<file path="src/rtl/output_sched.sv">
// Round-robin frame scheduler feeding output_stage: grants one requester at a time,
// strobes its frame in, then holds off for serialization, CRC and the inter-frame gap.
//
// state | meaning
// IDLE  | waiting for an eligible request, arbitration and capture on the exit edge
// LOAD  | gnt/vld_ch/data outputs presented for one cycle
// SEND  | frame plus CRC being serialized downstream, counter runs eff+CRC_LEN..1
// GAP   | enforced idle between frames, counter runs GAP..1
module output_sched #(
  parameter int N_CH    = 8,
  parameter int DATA_W  = 128,
  parameter int CRC_LEN = 16,
  parameter int GAP     = 2,
  localparam int CH_W   = (N_CH > 1) ? $clog2(N_CH) : 1
) (
  input  logic                     clk_out16x,
  input  logic                     rst,
  input  logic [N_CH-1:0]          req,
  input  logic [N_CH-1:0]          ch_en,
  input  logic [N_CH*DATA_W-1:0]   req_data,
  input  logic [N_CH*16-1:0]       req_len,
  output logic [N_CH-1:0]          gnt,
  output logic [DATA_W-1:0]        data_gray,
  output logic [N_CH-1:0]          vld_ch,
  output logic [15:0]              data_count,
  output logic                     busy,
  output logic [CH_W-1:0]          cur_ch,
  output logic                     frame_done,
  output logic                     err_len
);

  typedef enum logic [1:0] {
    S_IDLE = 2'd0,
    S_LOAD = 2'd1,
    S_SEND = 2'd2,
    S_GAP  = 2'd3
  } state_t;

  state_t              state_q, state_d;
  logic [15:0]         cnt_q, cnt_d;
  logic [CH_W-1:0]     last_q, last_d;
  logic [N_CH-1:0]     gnt_q, gnt_d;
  logic [N_CH-1:0]     vld_q, vld_d;
  logic [DATA_W-1:0]   data_q, data_d;
  logic [15:0]         count_q, count_d;
  logic [CH_W-1:0]     cur_q, cur_d;
  logic                done_q, done_d;
  logic                err_q, err_d;

  logic [N_CH-1:0]     elig;
  logic                found;
  logic [CH_W-1:0]     sel;
  logic [CH_W-1:0]     idx;
  logic [N_CH-1:0]     sel_oh;
  logic [15:0]         len_sel;
  logic [DATA_W-1:0]   data_sel;
  logic [15:0]         eff;
  logic                len_bad;

  assign elig = req & ch_en;

  // Search upward from the channel after the last grant, wrapping around.
  always_comb begin
    found = 1'b0;
    sel   = '0;
    idx   = '0;
    for (int i = 1; i <= N_CH; i++) begin
      idx = CH_W'((int'(last_q) + i) % N_CH);
      if (!found && elig[idx]) begin
        found = 1'b1;
        sel   = idx;
      end
    end
  end

  always_comb begin
    len_sel  = '0;
    data_sel = '0;
    for (int k = 0; k < N_CH; k++) begin
      if (sel == CH_W'(k)) begin
        len_sel  = req_len[k*16 +: 16];
        data_sel = req_data[k*DATA_W +: DATA_W];
      end
    end
  end

  assign sel_oh = N_CH'(1) << sel;

  // Zero-length frames are dropped; over-long frames are clipped to DATA_W.
  always_comb begin
    eff     = len_sel;
    len_bad = 1'b0;
    if (len_sel == 16'd0) begin
      eff     = 16'd0;
      len_bad = 1'b1;
    end else if (len_sel > 16'(DATA_W)) begin
      eff     = 16'(DATA_W);
      len_bad = 1'b1;
    end
  end

  always_comb begin
    state_d = state_q;
    cnt_d   = cnt_q;
    last_d  = last_q;
    gnt_d   = '0;
    vld_d   = '0;
    data_d  = data_q;
    count_d = count_q;
    cur_d   = cur_q;
    done_d  = 1'b0;
    err_d   = 1'b0;
    case (state_q)
      S_IDLE: begin
        if (found) begin
          state_d = S_LOAD;
          gnt_d   = sel_oh;
          last_d  = sel;
          cur_d   = sel;
          err_d   = len_bad;
          if (eff != 16'd0) begin
            vld_d   = sel_oh;
            data_d  = data_sel;
            count_d = eff;
            cnt_d   = eff + 16'(CRC_LEN);
          end else begin
            cnt_d   = 16'(GAP);
          end
        end
      end
      // vld_q is nonzero exactly when the captured frame has a nonzero length.
      S_LOAD: begin
        state_d = (vld_q != '0) ? S_SEND : S_GAP;
      end
      S_SEND: begin
        if (cnt_q <= 16'd1) begin
          state_d = S_GAP;
          cnt_d   = 16'(GAP);
          done_d  = 1'b1;
        end else begin
          cnt_d   = cnt_q - 16'd1;
        end
      end
      S_GAP: begin
        if (cnt_q <= 16'd1) begin
          state_d = S_IDLE;
          cnt_d   = 16'd0;
        end else begin
          cnt_d   = cnt_q - 16'd1;
        end
      end
      default: begin
        state_d = S_IDLE;
        cnt_d   = 16'd0;
      end
    endcase
  end

  always_ff @(posedge clk_out16x or posedge rst) begin
    if (rst) begin
      state_q <= S_IDLE;
      cnt_q   <= '0;
      last_q  <= CH_W'(N_CH - 1);
      gnt_q   <= '0;
      vld_q   <= '0;
      data_q  <= '0;
      count_q <= '0;
      cur_q   <= '0;
      done_q  <= 1'b0;
      err_q   <= 1'b0;
    end else begin
      state_q <= state_d;
      cnt_q   <= cnt_d;
      last_q  <= last_d;
      gnt_q   <= gnt_d;
      vld_q   <= vld_d;
      data_q  <= data_d;
      count_q <= count_d;
      cur_q   <= cur_d;
      done_q  <= done_d;
      err_q   <= err_d;
    end
  end

  assign gnt        = gnt_q;
  assign vld_ch     = vld_q;
  assign data_gray  = data_q;
  assign data_count = count_q;
  assign cur_ch     = cur_q;
  assign frame_done = done_q;
  assign err_len    = err_q;
  assign busy       = (state_q != S_IDLE);

endmodule

</file>
<file path="config.mk">
export PLATFORM = sky130hd
export DESIGN_NAME = output_sched
export DESIGN_NICKNAME = d
export VERILOG_FILES = /design/src/rtl/output_sched.sv
export SDC_FILE = /design/constraint.sdc
export NUM_CORES = 1
export LEC_CHECK = 0
export CAP_MARGIN = 5
export CORE_AREA = 4 4 523 525
export CTS_CLUSTER_SIZE = 20
export DETAILED_ROUTE_END_ITERATION = 7
export DIE_AREA = 0 0 527 529
export PLACE_DENSITY_LB_ADDON = 0.3
export SLEW_MARGIN = 20
export SYNTH_ARGS = -nofsm -noshare
export SYNTH_HDL_FRONTEND = slang
export SYNTH_SLANG_ARGS = --single-unit
</file>
<file path="constraint.sdc">
create_clock -name clk_out16x -period 6.17 [get_ports clk_out16x]
set_clock_uncertainty 0.1 [all_clocks]
set_input_delay 1.5425 -clock clk_out16x [delete_from_list [all_inputs] [get_ports clk_out16x]]
set_output_delay 1.5425 -clock clk_out16x [all_outputs]
set_load 0.01 [all_outputs]
</file>
==> impl_metrics.tcl <==
# collected from the flow reports
set metrics [dict create \
    status "finished clean" \
    syn_nets 3708 \
    drc 0 \
    finalHoldViolCount 0 \
    drive_gt1_frac 0.163 \
    simple_gate_area_frac 0.230 \
    grt_max_degree 70 \
    power.density_mw_per_mm2 150 \
    seqPwrFrac 0.203 \
    worstSetupPathType "primary input to flop" \
    dpl.hpwl_um 208000 \
    yosysTopAreaCell "dfrtp_1" \
    root_buffer "clkbuf_16" \
    cts-htree-levels 4 \
    ys_cells 2528 \
    maxCapViolations 0 \
    syn_area_mm2 0.0185 \
    fin_tns_setup_ps 0 \
    min_period_over_period 0.996 \
    final_util 0.148 \
    grt_antenna_before_repair 181 \
    clk_pin_slew_ps 110 \
    wl_per_cell_um 30.6 \
    fp_util 0.0685 \
    via_per_inst 3.58 \
    grt_pass1_vias 28067 \
    internal-power_w 0.00338 \
    ys_ff 186 \
    yosysChipArea_mm2 0.0185 \
    fin_cells 7720 \
    ys.flop_type "dfrtp_1" \
    vias 27637 \
    max_freq_ghz 0.163 \
    synth-adder-area-share 0.00678 \
    dr.pass1.iters 6 \
    setup_viol 0 \
    async_reset_ff_frac 1.00 \
    ys_types 92 \
    top_area_frac 0.248 \
    common_cells "nand2_1, a21oi_1, o21ai_0, dfrtp_1, nor2_1" \
    rsz0062_at_grt "no" \
    swShare 0.437 \
    combPwrFrac 0.561 \
    edf_count 0 \
    synthCells 2528 \
    row_count 191 \
    portBuffers 1335 \
    clockBufferDepth 2 \
    arrival_ps 6490 \
    grtUsageTotal 0.160 \
    fin_crit_ps 6150 \
    syn_area_per_cell_um2 7.30 \
    coreArea_mm2 0.269 \
    topCellsByArea "dfrtp_1, nand2_1, a21oi_1" \
    synth-compound-area-share 0.265 \
    placedCellCount 7621 \
    holdWs_ps 396 \
    synth-xor-area-share 0.00271 \
    nets 5264 \
    warnings 32 \
    drt_wl_total_um 236000 \
    p_switching_w 0.00263 \
    crit_required_ps 6510 \
    start_kind "primary input" \
    cp_max_fo 13 \
    synth_warnings 0 \
    dieArea_mm2 0.279 \
    ys_seq_frac 0.252 \
    hp-class "flop to flop" \
    grt_pass1_wl_um 294000 \
    netlist_logic_family_top "AND-OR/OR-AND gates" \
    worst_slew_pin_slew_ps 990 \
    cp-end-kind "flop" \
    cts_hold_buf 0 \
    synth_top_cell_by_count "nand2_1" \
    area_growth_pct 116 \
    ioPinCount 1336 \
    p_leak_nw 15.5 \
    globalRouteOverflowTotal 0 \
    gp_congestion 0.911 \
    ant_nets 0 \
    cts_tree "done" \
    max-slew-margin-rel 0.335 \
    mux_share 0.178 \
    maxSlewViolCount 0 \
    drtIter0Drc 1991 \
]
cell usage in the layout (no fill, tap or decap), drive strengths merged, types with 16 or more instances in the layout:
cell type      count
clkdlybuf4s50   1333
nand2            550
buf              424
a21oi            331
o21ai            236
dfrtp            183
nor2             161
mux2             139
nand3            124
mux2i            113
a221oi            74
nor3              70
diode             53
o211ai            44
inv               42
o22ai             33
and2              19
clkbuf            17
mux4              16
a211oi            16
a31oi             16
sequential cells by signal, indices dropped and copies added (netlist names):
signal / cells
cnt_q: 16
cur_ch: 3
data_count: 16
data_gray: 128
err_len: 1
frame_done: 1
gnt: 8
last_q: 3
state_q: 2
vld_ch: 8
repair_timing:
item	CTS	global route
cloned	0	1
resized	1	18
buffers inserted	0	13
setup endpoints to repair	1	132
pin swaps	0	11
stage by stage:
step                      setup slack, ps  cell area (um2)  power [W]
after floorplan                       759            18500    0.00236
after global placement               -711            39000    0.00464
after detailed placement             -702            39000    0.00463
after CTS                            19.1            39600    0.00616
after global routing                 2.76            39900    0.00637
final                                22.2            40000    0.00601
worst paths after layout:
path,cells after the start,end,slack (ps),start
worst max-delay path,21,data_gray[2],20,ch_en[1]
worst min-delay path,1,data_count[7],400,data_count[7]
worst max register to register,18,data_gray[2],280,last_q[1]
worst min register to register,1,data_count[7],400,data_count[7]
max in group asynchronous,3,data_gray[13],3610,rst
min in group asynchronous,2,data_gray[80],1240,rst
cell type report:
cell class / instances / area [um2]
timing repair buffer: 1759 / 17100
inverter: 32 / 124
fill: 30680 / 229000
multi-input combinational: 2088 / 12800
clock inverter: 15 / 228
tap: 3570 / 4470
antenna: 53 / 133
sequential: 186 / 4660
clock buffer: 17 / 425
routing by layer:
metal | vias to the layer above | GRT usage | wire length (um) | part of all wire
met5 | - | 0 | 534 | 0.0023
met4 | 80 | 0.0407 | 5720 | 0.024
met3 | 325 | 0.0561 | 21000 | 0.089
met2 | 1570 | 0.283 | 116000 | 0.49
met1 | 13337 | 0.184 | 92600 | 0.39
li1 | 12325 | - | - | -
power groups by stage:
stage	combinational [W]	clock [W]	sequential, W
6_report	0.00337	0.00142	0.00122
5_1_grt	0.00360	0.00155	0.00122
4_1_cts	0.00341	0.00154	0.00122
3_5_place_dp	0.00339	0	0.00124
3_3_place_gp	0.00340	0	0.00124
2_1_floorplan	0.00112	0	0.00124
kinds of logic (layout without fill, tap and decap cells):
group	after synthesis	after routing
compound gates	820	821
mux	268	268
buf+inv	255	1823
fa+ha+maj	10	10
flops	186	186
other cells	0	53
xor+xnor	4	4
simple gates	985	985
critical path, stage by stage:
cell and delay [ps]:
clkdlybuf4s50_1 530, nand2_1 130, buf_4 180, mux4_2 460, mux2i_2 180, buf_4 180, nor3_4 50, buf_4 150
and4_2 240, or2_4 370, buf_12 170, and3_4 170, o31ai_4 250, nand3_1 130, a221oi_2 310, and4_4 300
a31o_4 220, buf_12 170, buf_12 170, buf_4 170, mux2_2 330
floorplan.png
The bar under the picture is 200 um long. Pins as bars on the die edge.
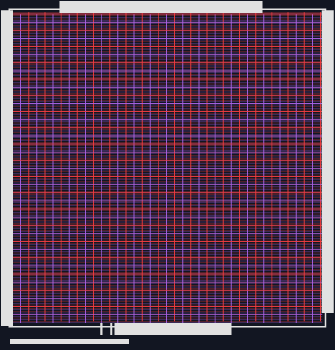
red -> VDD
purple -> VSS
met4 straps = 38
met1 rails = 192
met5 straps = 38
Die Ht: 529 um
die width: 527 um
peak supply drop: 0.000240 V

class_map.png
Fill, decap, tap and diode cells in grey.
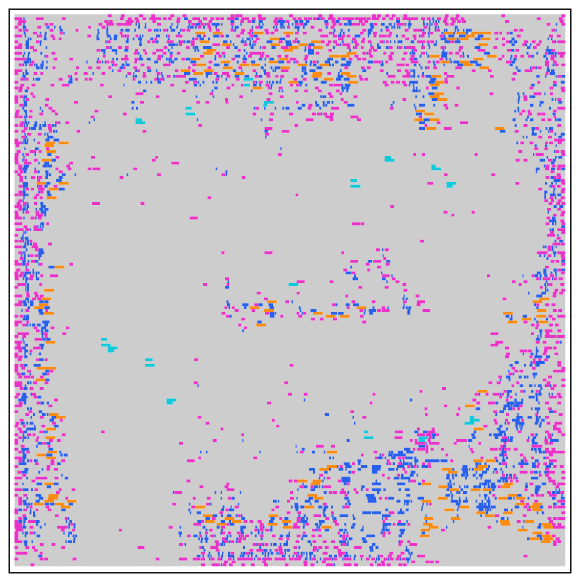
cyan -> clock drivers and dummy loads  # cells 32, share of their area 1.8%
orange -> registers  # cells 186, share of their area 13%
blue -> remaining logic cells  # cells 2120, share of their area 36%
magenta -> remaining buffers and delay cells  # cells 1759, share of their area 48%

clock_wires.png
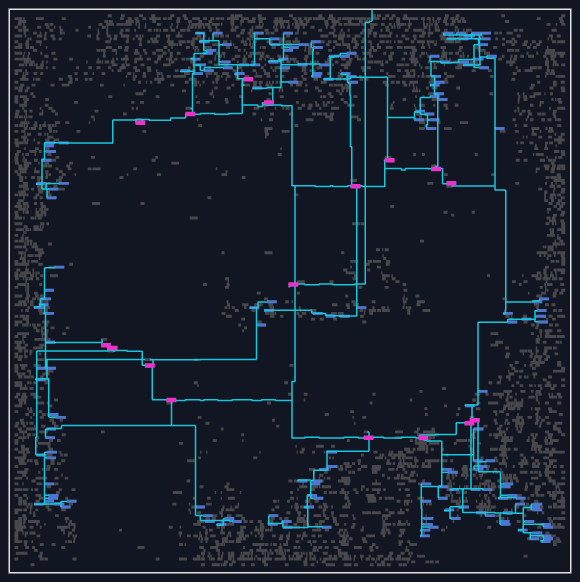
blue -> flip-flops  # count 186
magenta -> clock-net drivers  # count 17
cyan -> clock wires  # length 5760 um
flops lie = spread over the die
clk latency late pin: 560 ps
Clock power frac: 0.236
clock group power: 0.00142 W

layers.png
The bar under the picture is 200 um long. Only two layers are drawn.
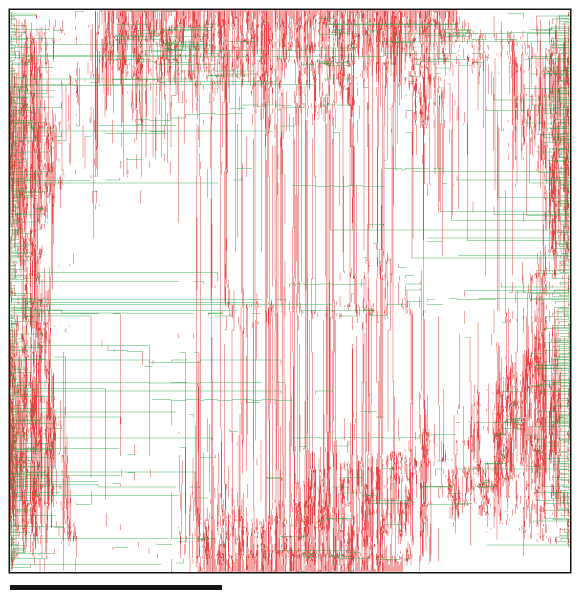
red -> M2  # wire length 116 mm
green -> M3  # wire length 21.0 mm

clock_nets.png
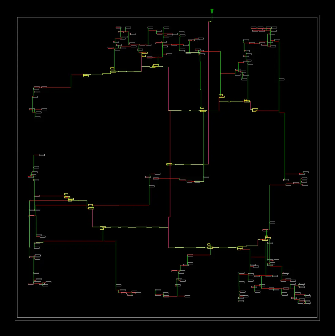
num sequential: 186
total clock sinks: 186
cts bufs inserted: 17

No activity file was given, so power comes from the tool's default toggle rates.
